### Pin placement

Pins as bars across the die edge, other pins in gray.
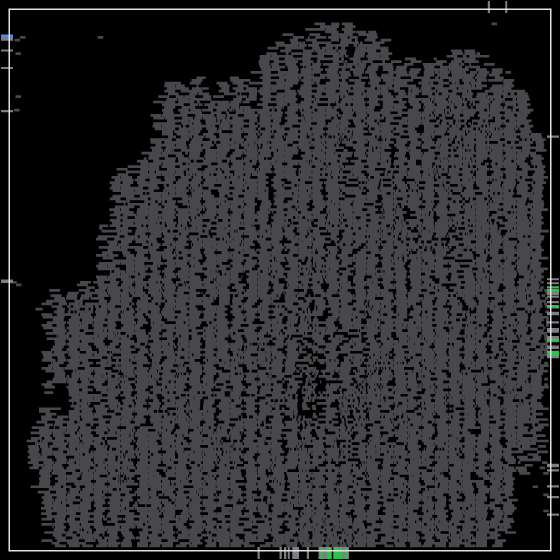
### Register map, names as in the netlist

The bar under the picture is 200 µm long. Other sequential cells in the stronger gray, the rest of the logic in the fainter gray.
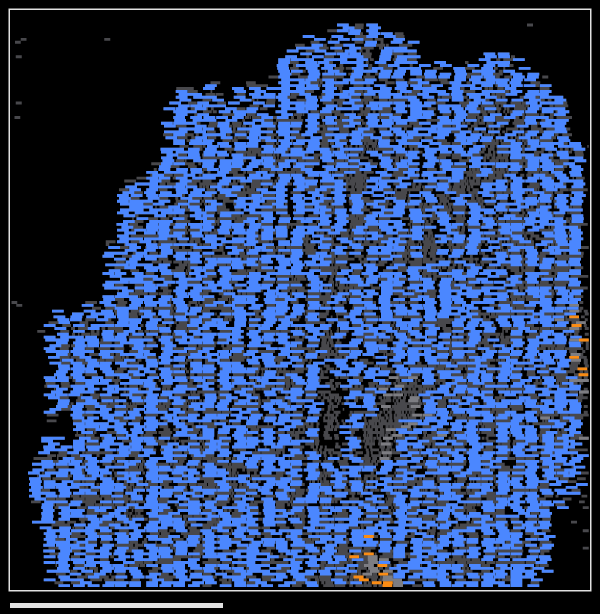
### Clock wiring as the flow saved it

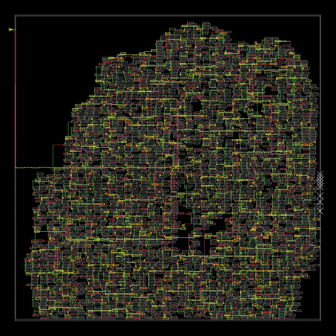
`config.mk`:
```
export PLATFORM = sky130hd
export DESIGN_NAME = data_memory_io
export DESIGN_NICKNAME = d
export VERILOG_FILES = /design/src/rtl/data_memory_io.sv
export SDC_FILE = /design/constraint.sdc
export NUM_CORES = 2
export LEC_CHECK = 0
export CAP_MARGIN = 15
export CORE_UTILIZATION = 54
export DETAILED_ROUTE_END_ITERATION = 6
export PLACE_DENSITY = 0.75
export SYNTH_ARGS = -nofsm -noshare
export SYNTH_HDL_FRONTEND = slang
export SYNTH_SLANG_ARGS = --single-unit
export TNS_END_PERCENT = 20
```
`constraint.sdc`:
```
create_clock -name Clock -period 7.3 [get_ports Clock]
set_input_delay 2.19 -clock Clock [delete_from_list [all_inputs] [get_ports Clock]]
set_output_delay 2.19 -clock Clock [all_outputs]
set_load 0.03 [all_outputs]
```
`src/rtl/data_memory_io.sv`:
```
// Data-memory stage: word-addressed RAM with combinational reads plus an IO page at 0xFF00.
// Define DMEM_IO_TIMER_EN to build the countdown timer at 0xFF03/0xFF04.
module data_memory_io #(
   parameter int N      = 16,
   parameter int ADDR_W = 8,
   parameter int DEPTH  = 256
) (
   input  logic         Clock,
   input  logic         Reset,
   input  logic [N-1:0] Data_ad,
   input  logic [N-1:0] Data_write_data,
   input  logic         Data_write,
   output logic [N-1:0] Data_out,
   input  logic [N-1:0] Switch_in,
   output logic [N-1:0] Led_out,
   output logic         Timer_irq
);

   localparam logic [7:0] IO_PAGE = 8'hFF;

   logic         is_io;
   logic [7:0]   io_off;
   logic         wr_en;
   logic         ram_we, led_we, cyc_we;
   logic [N-1:0] mem_q [DEPTH];
   logic [N-1:0] led_q, led_d;
   logic [N-1:0] sw_meta_q, sw_sync_q;
   logic [N-1:0] cyc_q, cyc_d;
   logic [N-1:0] timer_cnt_rd, timer_stat_rd;

   assign is_io  = (Data_ad[N-1 -: 8] == IO_PAGE);
   assign io_off = Data_ad[7:0];
   // A store that overlaps reset is dropped everywhere, RAM included.
   assign wr_en  = Data_write & Reset;
   assign ram_we = wr_en & ~is_io;
   assign led_we = wr_en & is_io & (io_off == 8'h00);
   assign cyc_we = wr_en & is_io & (io_off == 8'h02);

   always_ff @(posedge Clock) begin
      if (ram_we) mem_q[Data_ad[ADDR_W-1:0]] <= Data_write_data;
   end

   always_comb begin
      led_d = led_we ? Data_write_data : led_q;
      cyc_d = cyc_we ? Data_write_data : cyc_q + N'(1);
   end

   always_ff @(posedge Clock or negedge Reset) begin
      if (!Reset) begin
         led_q     <= '0;
         sw_meta_q <= '0;
         sw_sync_q <= '0;
         cyc_q     <= '0;
      end else begin
         led_q     <= led_d;
         sw_meta_q <= Switch_in;
         sw_sync_q <= sw_meta_q;
         cyc_q     <= cyc_d;
      end
   end

`ifdef DMEM_IO_TIMER_EN
   logic         tmr_ld_we, tmr_st_we, tmr_expire;
   logic [N-1:0] tmr_cnt_q, tmr_cnt_d, tmr_rld_q, tmr_rld_d;
   logic         tmr_auto_q, tmr_auto_d, tmr_exp_q, tmr_exp_d;

   assign tmr_ld_we = wr_en & is_io & (io_off == 8'h03);
   assign tmr_st_we = wr_en & is_io & (io_off == 8'h04);

   always_comb begin
      tmr_cnt_d  = tmr_cnt_q;
      tmr_rld_d  = tmr_rld_q;
      tmr_auto_d = tmr_auto_q;
      tmr_exp_d  = tmr_exp_q;
      tmr_expire = 1'b0;
      if (tmr_ld_we) begin
         tmr_cnt_d = Data_write_data;
         tmr_rld_d = Data_write_data;
      end else if (tmr_cnt_q != '0) begin
         tmr_cnt_d = tmr_cnt_q - N'(1);
         if (tmr_cnt_q == N'(1)) begin
            tmr_expire = 1'b1;
            if (tmr_auto_q) tmr_cnt_d = tmr_rld_q;
         end
      end
      if (tmr_st_we) begin
         tmr_auto_d = Data_write_data[1];
         if (Data_write_data[0]) tmr_exp_d = 1'b0;
      end
      // Expiry overrides a simultaneous write-1-to-clear.
      if (tmr_expire) tmr_exp_d = 1'b1;
   end

   always_ff @(posedge Clock or negedge Reset) begin
      if (!Reset) begin
         tmr_cnt_q  <= '0;
         tmr_rld_q  <= '0;
         tmr_auto_q <= 1'b0;
         tmr_exp_q  <= 1'b0;
      end else begin
         tmr_cnt_q  <= tmr_cnt_d;
         tmr_rld_q  <= tmr_rld_d;
         tmr_auto_q <= tmr_auto_d;
         tmr_exp_q  <= tmr_exp_d;
      end
   end

   assign timer_cnt_rd  = tmr_cnt_q;
   assign timer_stat_rd = {{(N-2){1'b0}}, tmr_auto_q, tmr_exp_q};
   assign Timer_irq     = tmr_exp_q;
`else
   assign timer_cnt_rd  = '0;
   assign timer_stat_rd = '0;
   assign Timer_irq     = 1'b0;
`endif

   always_comb begin
      Data_out = '0;
      if (!is_io) begin
         Data_out = mem_q[Data_ad[ADDR_W-1:0]];
      end else begin
         case (io_off)
            8'h00:   Data_out = led_q;
            8'h01:   Data_out = sw_sync_q;
            8'h02:   Data_out = cyc_q;
            8'h03:   Data_out = timer_cnt_rd;
            8'h04:   Data_out = timer_stat_rd;
            default: Data_out = '0;
         endcase
      end
   end

   assign Led_out = led_q;

endmodule

```
==> CHANGELOG.md <==
## Flow update

* Max IR drop VDD at 0.2163 mV
* Reg-to-reg critical path startpoint: cyc_q[2]
* Number of diodes at 5
* CTS Buf Count at 405
* First-pass GRT wire length at 622400 µm
* Yosys stat area at 159700 µm²
* Synth Warn # at 0
* Max-Cap Viols at 0
* Avg Inst Size Synth at 22.09 µm²
* Highest Signal Layer: met5
* Cell leakage power at 61.28 nW
* Aoi share at 2.967%
* Tapcells at 3919
* Clock-cell share of area at 7.016%
* Final Hold Fails at 0
* Site Rows at 199
* Failing checks: DRC, setup timing
* Cell Pwr Density at 266.1 nW/µm²
* Antenna violations before repair at 25
* H-tree depth at 5
* Final non-filler cell total at 12630
* Endpoint type of the worst setup path: primary output
* Most common cell on crit path: buf_4
* Seq/Total Area, Yosys at 78.01%
* Tcrit/Tclk final at 101.7%
* Synth top area share at 77.01%
* Metal2 WL at 209500 µm
* Met2 GRT Util at 46.24%
* Placed inst area at 172600 µm²
* CTS Hold Bufs at 0
* Worst reg2reg path depth at 6
* Synthesized registers at 4160
* Top Consumer: registers
* Most heavily used metal layer in global routing: met2
* Top Layout Cells: edfxtp_1, buf_4, mux4_2
* NetSw at 10.89 mW
* Core ar. at 294100 µm²
* Final Max-Slew Violation Tally at 0
* Crit path depth at 14
* Vias at 84010
* Commonest Layout Cell: edfxtp_1
* GR Util met1 at 39.88%
* Critical Path Fanout Max at 10
* Setup TNS at -0.8979 ns
* P&R area growth vs syn at 17.82%
* Post-CTS Resized at 226
* Crit path kind: in2out
* Layout net count at 8422
* Vias in the first global route at 83550
* Crit-path cells: buf_16 > buf_4 > buf_4 > nor2b_4 > buf_12 > buf_4 > a22oi_1 > buf_4 > a21oi_1 > o21ai_0 > buf_4 > a211oi_4 > buf_6 > buf_4
* Int Pwr at 39.19 mW
* Worst min-delay path class: reg2reg
* Register-to-register setup slack at 5.42 ns
* Critical path's slowest cell: nor2b_4
* RePlAce Congestion at 0.9790
* Final setup fails at 13
* Clock network power share at 41.7%
* Status: finished, violations left
* Leading area contributor after synthesis: edfxtp_1
* Fin Hold WS at 0.3480 ns
* Vias per inst at 6.652
* Wire length per cell at 35.00 µm
* Metal-1 WL at 153700 µm
* Signal inverters at 4
* Worst Path Required at 5.11 ns
* FP Util at 54.32%
* Power share of the sequential group at 52.5%
* Non-clock buffer share at 6.016%
* Comb area leader: multiplexers
* CP arrival at 5.23 ns
* Post-DP HPWL at 257400 µm
* Minimum clock period at 7.424 ns
* Multi-input combinational area share at 18.13%
* Total power at 50.08 mW
* Mux cell area share at 15.77%
* CTS tree: done
* Top cell category: registers
* Initial DRC Count at 13460
* Clock Path Buffers at 4
* # IOs at 84
* Gr usage total at 29.46%
* Switching share of power at 21.75%
* Mi-comb count at 2631
* Slew @ Worst Pin at 1.313 ns
* Met3 layer usage reported by global route at 6.712%
* Flip-flops with a built-in enable at 4096
* Setup WS post-layout at -0.1244 ns
* Inst Count DP at 11830
* Dominant synthesized flop cell: edfxtp_1
* Setup Skew at 0.02757 ns
* Final core occ at 63.99%
* Simple Share, Synth at 1.747%
* Crit path buffers/inverters at 9
* # DRC at 16
* FF+latch area at 124600 µm²
About 'Pin placement':
| color | port | pins | direction | edge |
|---|---|---|---|---|
| blue | Clock | 1 | input | west |
| green | Switch_in | 16 | input | 10 south, 6 east |
Die H: 545.9 µm
port bufs: 82
Chip Width: 545.9 µm

About 'Register map, names as in the netlist':
| color | netlist name | flops |
|---|---|---|
| orange | sw_meta_q | 16 |
| blue | mem_q | 4096 |
not colored: 48
fraction of area in registers: 66.22%
Sequential Power: 26.3 mW

About 'Clock wiring as the flow saved it':
CLK BUF: 489
Late-Pin Clk Latency: 0.96 ns
Clock group: 20.9 mW

-- registers in the layout (all words and copies together) (netlist names) --
name       cells
Led_out       16
cyc_q         16
mem_q       4096
sw_meta_q     16
sw_sync_q     16
-- worst min-delay path by stage --
stage                         endpoint  cells past startpoint          from  slack, ns
final                     sw_sync_q[6]                      0  sw_meta_q[6]       0.35
after floorplan           sw_sync_q[0]                      0  sw_meta_q[0]       0.33
after global routing      sw_sync_q[6]                      0  sw_meta_q[6]       0.35
after global placement    sw_sync_q[6]                      0  sw_meta_q[6]       0.34
after detailed placement  sw_sync_q[9]                      0  sw_meta_q[9]       0.33
after CTS                 sw_sync_q[6]                      0  sw_meta_q[6]       0.35
Power and IR drop assume default switching activity.
